Design seg7_decoder, sky130hd; sources not shown.
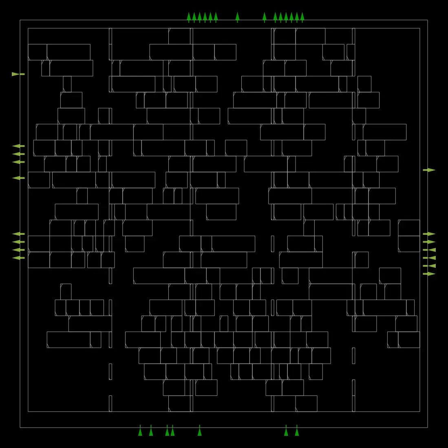
Fig. 1. Cell outlines without signal wires (run 1).
core area: 4354 um2
floorplan row count: 24

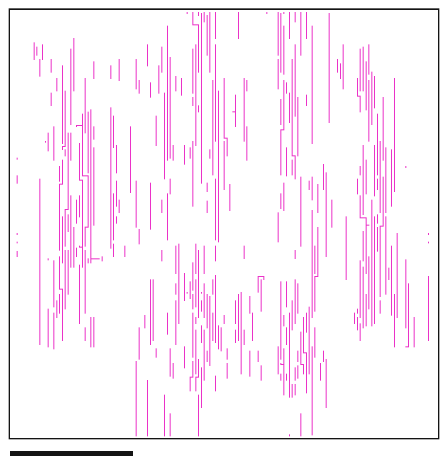
Fig. 2. The metal 2 layer (run 1).
Scale bar: 20 um.
wire length on this layer: 1860 um
nets with wire on the layer: 202
main direction: vertical
share of all routed wire: 51%
longest straight run: 27.5 um
vias: 1420
WL final: 3683 um
GRT met2 Usage: 0.2751

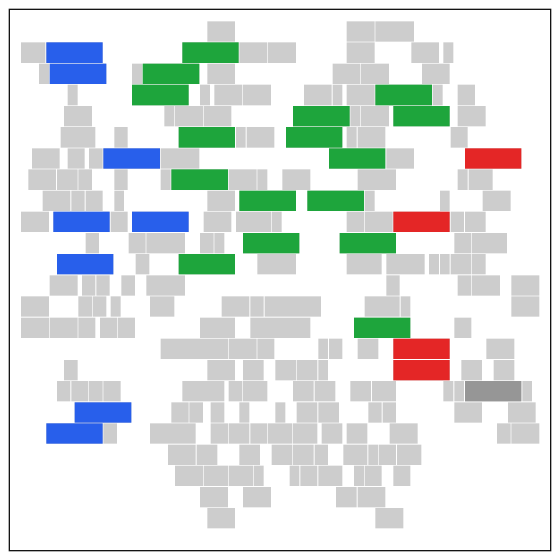
Fig. 3. Sequential cells grouped by signal name (run 1).
Other sequential cells in the stronger grey, the rest of the logic in the fainter grey.
| name in the netlist | colour | sequential cells |
|---|---|---|
| digit_cnt | red | 4 |
| err_cnt | blue | 8 |
| out_word | green | 16 |
not coloured: 1
Final Util: 0.4914
register fraction of the total cell area: 0.2713
P_seq: 404 uW
storage element area: 580.6 um2

==> qor.yml, run 1 <==
outcome:
  outcome: "finished clean"
critical_path:
  start_kind: "input pin"
  rrSetupSlack_ns: 0.96
  worstPathRequired_ns: 2.95
  worst-setup-path-type: "input pin to flop"
  crit_arrival_ns: 2.73
  worst-path-max-fanout: 28
  reg2reg_depth: 6
  end_kind: "flop"
logic_synthesis:
  yosys.area.top_type: "dfxtp_1"
  yosysCellCount: 176
  ys_seq_share: 0.3651
  edf_count: 0
  post-synth-top-count-cell: "dfxtp_1"
  yosysTopAreaCellShare: 0.3651
  synth_area_um2: 1590
  async_flop_share: 0
  top_cells_by_count: "dfxtp_1 (29), nor2_1 (20), mux2i_1 (15)"
  yosysWarnings: 0
  synth_chip_area_um2: 1590
  synth_cells: 176
  syn_area_per_cell_um2: 9.036
  ys.flops: 29
grt:
  grt_pass1_vias: 1325
  grt_pass1_wl_um: 6003
  grt_max_degree: 29
  overflow: 0
  grt.total_usage: 0.1543
  antenna_found_initial: 0
cts:
  cts_max_level: 2
  cts_max_path_buffers: 2
  post-cts-setup-buffers: 0
  hold_buffers: 0
  clkLatencyLatePin_ns: 0.27
  cts_resized: 0
  cts_sinks: 29
  cts_tree: "yes"
power_and_ir_drop:
  peakVddDrop_mv: 0.2842
  leakage_uw: 0.0007784
  cellPowerDensity_nw_per_um2: 414.3
timing:
  min_period_ns: 2.778
  clock.fmax_ghz: 0.3599
  period_used_share: 0.9262
  drv_slew: 0
  rsz0062_at_grt: "false"
  hold_violations: 0
  setup_violations: 0
  worstMarginPinSlew_ns: 0.4951
  slew-limit-headroom: 0.6699
floorplanning:
  io_pins: 37
  fp_util: 0.3652
  die_w_um: 69.41
  die_area_um2: 4817
placement:
  numPortBuffers: 36
  gp_congestion: 0.8229
detailed_routing:
  routed_via_density: 5.201
  dr.pass1.iters: 4
  initialDrtViolationCount: 71
  drc: 0
  wl_per_cell_um: 13.49
finish:
  num-nets-final: 233
  n_antenna_cell: 0
  drive_gt1_frac: 0.1493
job:
  maxCapViolCount: 0
min_path:
  hold_depth: 2
  min_path_type: "flop to flop"
-- run 1: cell usage in the layout, fill, tap and decap left out, drive strengths merged, types with 2 or more instances in the layout --
master | Yosys | final
clkdlybuf4s50 | 0 | 36
dfxtp | 29 | 29
nor2 | 21 | 21
mux2i | 15 | 15
buf | 10 | 14
nand2 | 11 | 11
a21oi | 9 | 9
nand3 | 8 | 8
o21ai | 8 | 8
or3 | 7 | 7
clkbuf | 3 | 7
nor3 | 5 | 5
nor3b | 4 | 4
inv | 3 | 3
xor2 | 3 | 3
nand2b | 3 | 3
a211oi | 3 | 3
nor4b | 3 | 3
nor2b | 2 | 2
and3b | 2 | 2
nor4 | 2 | 2
and3 | 2 | 2
ha | 2 | 2
xnor2 | 2 | 2
nand4 | 2 | 2
a31oi | 2 | 2
-- run 1: final cells by class --
type | count | area [um2]
fillers | 400 | 2215
multi-input cells | 131 | 903.4
flip-flops and latches | 29 | 580.6
repair buffers | 50 | 478.0
clock buffers | 7 | 96.34
well taps | 52 | 65.06
inverters | 3 | 11.26
clock inverters | 1 | 5.005
-- run 1: layer usage --
metal / up-vias / GRT usage / part of all wire
met5: - / 0 / 0
met1: 677 / 0.1807 / 0.46
li1: 718 / - / -
met3: 2 / 0.04215 / 0.032
met4: 0 / 0.04082 / 0.0052
met2: 23 / 0.2751 / 0.51
-- run 1: worst max-delay path: stages --
cell,delay (ns)
clkdlybuf4s50_1,0.66
nand3_1,0.17
nor4_1,0.41
nor3_2,0.14
a31oi_4,0.23
buf_12,0.21
mux2i_1,0.25
nor2_1,0.06
-- run 1: cell families (layout without fill, tap and decap cells) --
family / after synthesis / count (layout) / synth area share
AOI/OAI and AO/OA: 33 / 33 / 0.1487
xor gates and xnor gates: 5 / 5 / 0.03226
adders and majority gates: 2 / 2 / 0.01573
buffers and inverters: 16 / 61 / 0.06687
DFF: 29 / 29 / 0.3651
muxes: 15 / 15 / 0.09441
and+or+nand+nor: 76 / 76 / 0.2770
-- run 1: through the flow --
| stage | hold WS (ns) | instance area (um2) | setup slack, ns | total power, uW | instances |
|---|---|---|---|---|---|
| 6_report | 0.2951 | 2140 | 0.2215 | 886.4 | 273 |
| 5_1_grt | 0.3151 | 2140 | 0.05335 | 935.1 | 273 |
| 4_1_cts | 0.2942 | 2140 | 0.2367 | 897.5 | 273 |
| 3_5_place_dp | 0.2863 | 2038 | -0.03568 | 551.4 | 265 |
| 3_3_place_gp | 0.2628 | 2038 | -0.04625 | 548.1 | 265 |
| 2_1_floorplan | 0.2461 | 1590 | 0.6118 | 500.7 | 176 |
-- run 1: report_power, final --
part / switching, uW / internal, uW / leakage, uW
clock network: 137 / 207 / 0.0000542
logic: 68.5 / 69.9 / 0.000490
registers: 9.79 / 395 / 0.000235
total: 215 / 671 / 0.000778
==> run 1 -> run 2 <==
Settings changed: CELL_PAD_IN_SITES_DETAIL_PLACEMENT set to 1, CELL_PAD_IN_SITES_GLOBAL_PLACEMENT set to 2, CORE_UTILIZATION 35 to 29, PLACE_DENSITY 0.56 to 0.75.
==> run 2 against run 1 <==
Compared with the run above:
- routed wire length grew 11%
- largest cell class unchanged
- flip-flop count is the same
- critical path depth shrank 1
- critical endpoint is now err_cnt[6]$_SDFFE_PP0P_
- area after synthesis is the same
- total power grew 7.9%
==> qor.yml, run 2 <==
finish:
  num-nets-final: 231  # -0.86%
  drive_gt1_frac: 0.1370  # -0.01233
  n_antenna_cell: 0  # unchanged
  final_cell_mix: "clkdlybuf4s50_1 (36), dfxtp_1 (29), nor2_1 (20), mux2i_1 (15), nand2_1 (11)"
  post-route-cell-area_um2: 2175  # +1.6%
timing:
  rsz0062_at_grt: "false"
  min_period_ns: 2.814  # +0.03553 ns
  hold_violations: 0  # unchanged
  setup_violations: 0  # unchanged
  slew-limit-headroom: 0.6873  # +0.01735
  clock.fmax_ghz: 0.3554  # -1.3%
  period_used_share: 0.9380  # +0.01184
  timing.final.ws_setup_ns: 0.1860  # -0.03553 ns
critical_path:
  max_stage_delay_ns: 0.69  # +0.03 ns
  crit_arrival_ns: 2.82  # +0.09 ns
  rrSetupSlack_ns: 0.92  # -0.04 ns
  worst-path-max-fanout: 12  # -57%
  crit_buf_inv: 1  # -1
  cp_top_family: "simple AND/OR/NAND/NOR gates"
  start_kind: "input pin"
  worstPathRequired_ns: 3.01  # +0.06 ns
  cpMaxStageDelayCell: "clkdlybuf4s50_1"
  crit_chain: "clkdlybuf4s50_1 -> and3b_1 -> a32oi_1 -> a22o_2 -> nand4_2 -> or3_1 -> a21oi_1"
  worst-setup-path-type: "input pin to flop"
  worst-path-stages: 7  # -1
  end_kind: "flop"
logic_synthesis:
  synth_cells: 176  # unchanged
  edf_count: 0  # unchanged
  yosys.area.top_type: "dfxtp_1"
  yosysWarnings: 0  # unchanged
  yosysCellCount: 176  # unchanged
  syn_area_per_cell_um2: 9.036  # unchanged
  async_flop_share: 0  # unchanged
  ys.flop_type: "dfxtp_1"
  synth_area_um2: 1590  # unchanged
  post-synth-top-count-cell: "dfxtp_1"
  ys.flops: 29  # unchanged
  yosysTopAreaCellShare: 0.3651  # unchanged
cts:
  post-cts-setup-buffers: 0  # unchanged
  clkLatencyLatePin_ns: 0.27  # about the same
  cts_max_level: 2  # unchanged
  cts_tree: "yes"
  cts_max_path_buffers: 2  # unchanged
  cts_sinks: 29  # unchanged
  cts_resized: 0  # unchanged
power_and_ir_drop:
  peakVddDrop_mv: 0.2316  # -18%
  cellPowerDensity_nw_per_um2: 440.0  # +6.2%
  leakage_uw: 0.0007767  # -0.22%
floorplanning:
  fp_util: 0.3055  # -0.05970
  row_count: 26  # +8.3%
  io_pins: 37  # unchanged
  die_area_um2: 5784  # +20%
  coreArea_um2: 5205  # +20%
  dieHeight_um: 76.05
  die_w_um: 76.05  # +9.6%
min_path:
  hold_depth: 2  # unchanged
  min_path_type: "flop to flop"
grt:
  grt_pass1_vias: 1569  # +18%
  grt_pass1_wl_um: 7307  # +22%
  overflow: 0  # unchanged
  antenna_found_initial: 0  # unchanged
  grt_max_degree: 29  # unchanged
placement:
  gp_congestion: 0.7764  # -5.7%
  place_ws_ns: -0.09988  # -0.06421 ns
  dpl_cell_area_um2: 2058  # +0.98%
  numPortBuffers: 36  # unchanged
detailed_routing:
  dr.pass1.iters: 2  # -2
  drc: 0  # unchanged
  initialDrtViolationCount: 32  # -55%
job:
  maxCapViolCount: 0  # unchanged
outcome:
  outcome: "finished clean"
==> run 2: cell counts after synthesis <==
Identical to the previous run, type by type.
==> run 2: kinds of logic after synthesis <==
| group | count (synthesis) | share of synthesized area |
|---|---|---|
| muxes | 15 | 0.09441 |
| and+or+nand+nor | 76 | 0.2770 |
| adders and majority gates | 2 | 0.01573 |
| AOI/OAI and AO/OA | 33 | 0.1487 |
| xor gates and xnor gates | 5 | 0.03226 |
| DFF | 29 | 0.3651 |
| buffers and inverters | 16 | 0.06687 |
==> run 2: power by group <==
group / internal, uW / total (uW) / switching, uW
registers: 395 / 405 / 9.93
clock network: 270 / 412 / 142
logic: 69.4 / 140 / 70.8
total: 734 / 957 / 222
==> run 2: final cells by class <==
| cell class | count | area [um2] |
|---|---|---|
| well taps | 70 | 87.58 |
| flip-flops and latches | 29 | 580.6 |
| clock inverters | 1 | 30.03 |
| multi-input cells | 131 | 903.4 |
| clock buffers | 7 | 86.33 |
| inverters | 3 | 11.26 |
| repair buffers | 48 | 475.5 |
| fillers | 608 | 3030 |
==> run 2: layer usage <==
metal  vias to the layer above  share of wire  global-route usage
li1                        713              -                   -
met1                       694           0.42              0.1702
met2                        27           0.52              0.2827
met3                        10          0.037             0.04192
met4                         0          0.023             0.06538
met5                         -              0                   0
==> run 2: stage by stage <==
step	hold WS, ns	TNS [ns]	instances
after floorplan	0.2461	0	176
after global placement	0.2625	-0.003075	281
after detailed placement	0.2830	-1.095	281
after CTS	0.2919	0	289
after global routing	0.3071	0	289
final	0.2837	0	289
==> run 2: worst register-to-register path, delay by kind of cell, from the launching register on <==
| family | cells | cell delay [ns] |
|---|---|---|
| and+or+nand+nor | 4 | 1.07 |
| AOI/OAI and AO/OA | 2 | 0.41 |
| DFF | 1 | 0.35 |
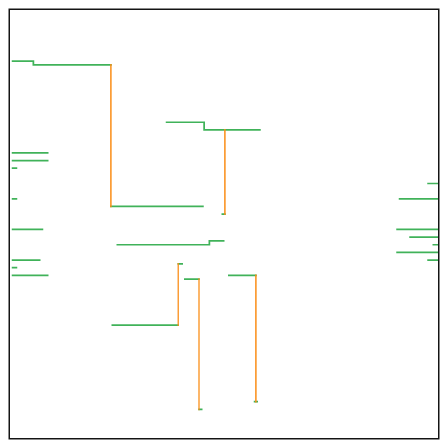
Fig. 4. Metal layers overlaid (run 2).
Only two layers are drawn.
| layer | colour | wire length |
|---|---|---|
| metal 3 | green | 153 um |
| metal 4 | orange | 96.6 um |
post-DR wirelength/cell: 14.19 um
total global-route track usage: 0.1558
vias: 1444
WL final: 4101 um

Power and IR drop assume default switching activity.
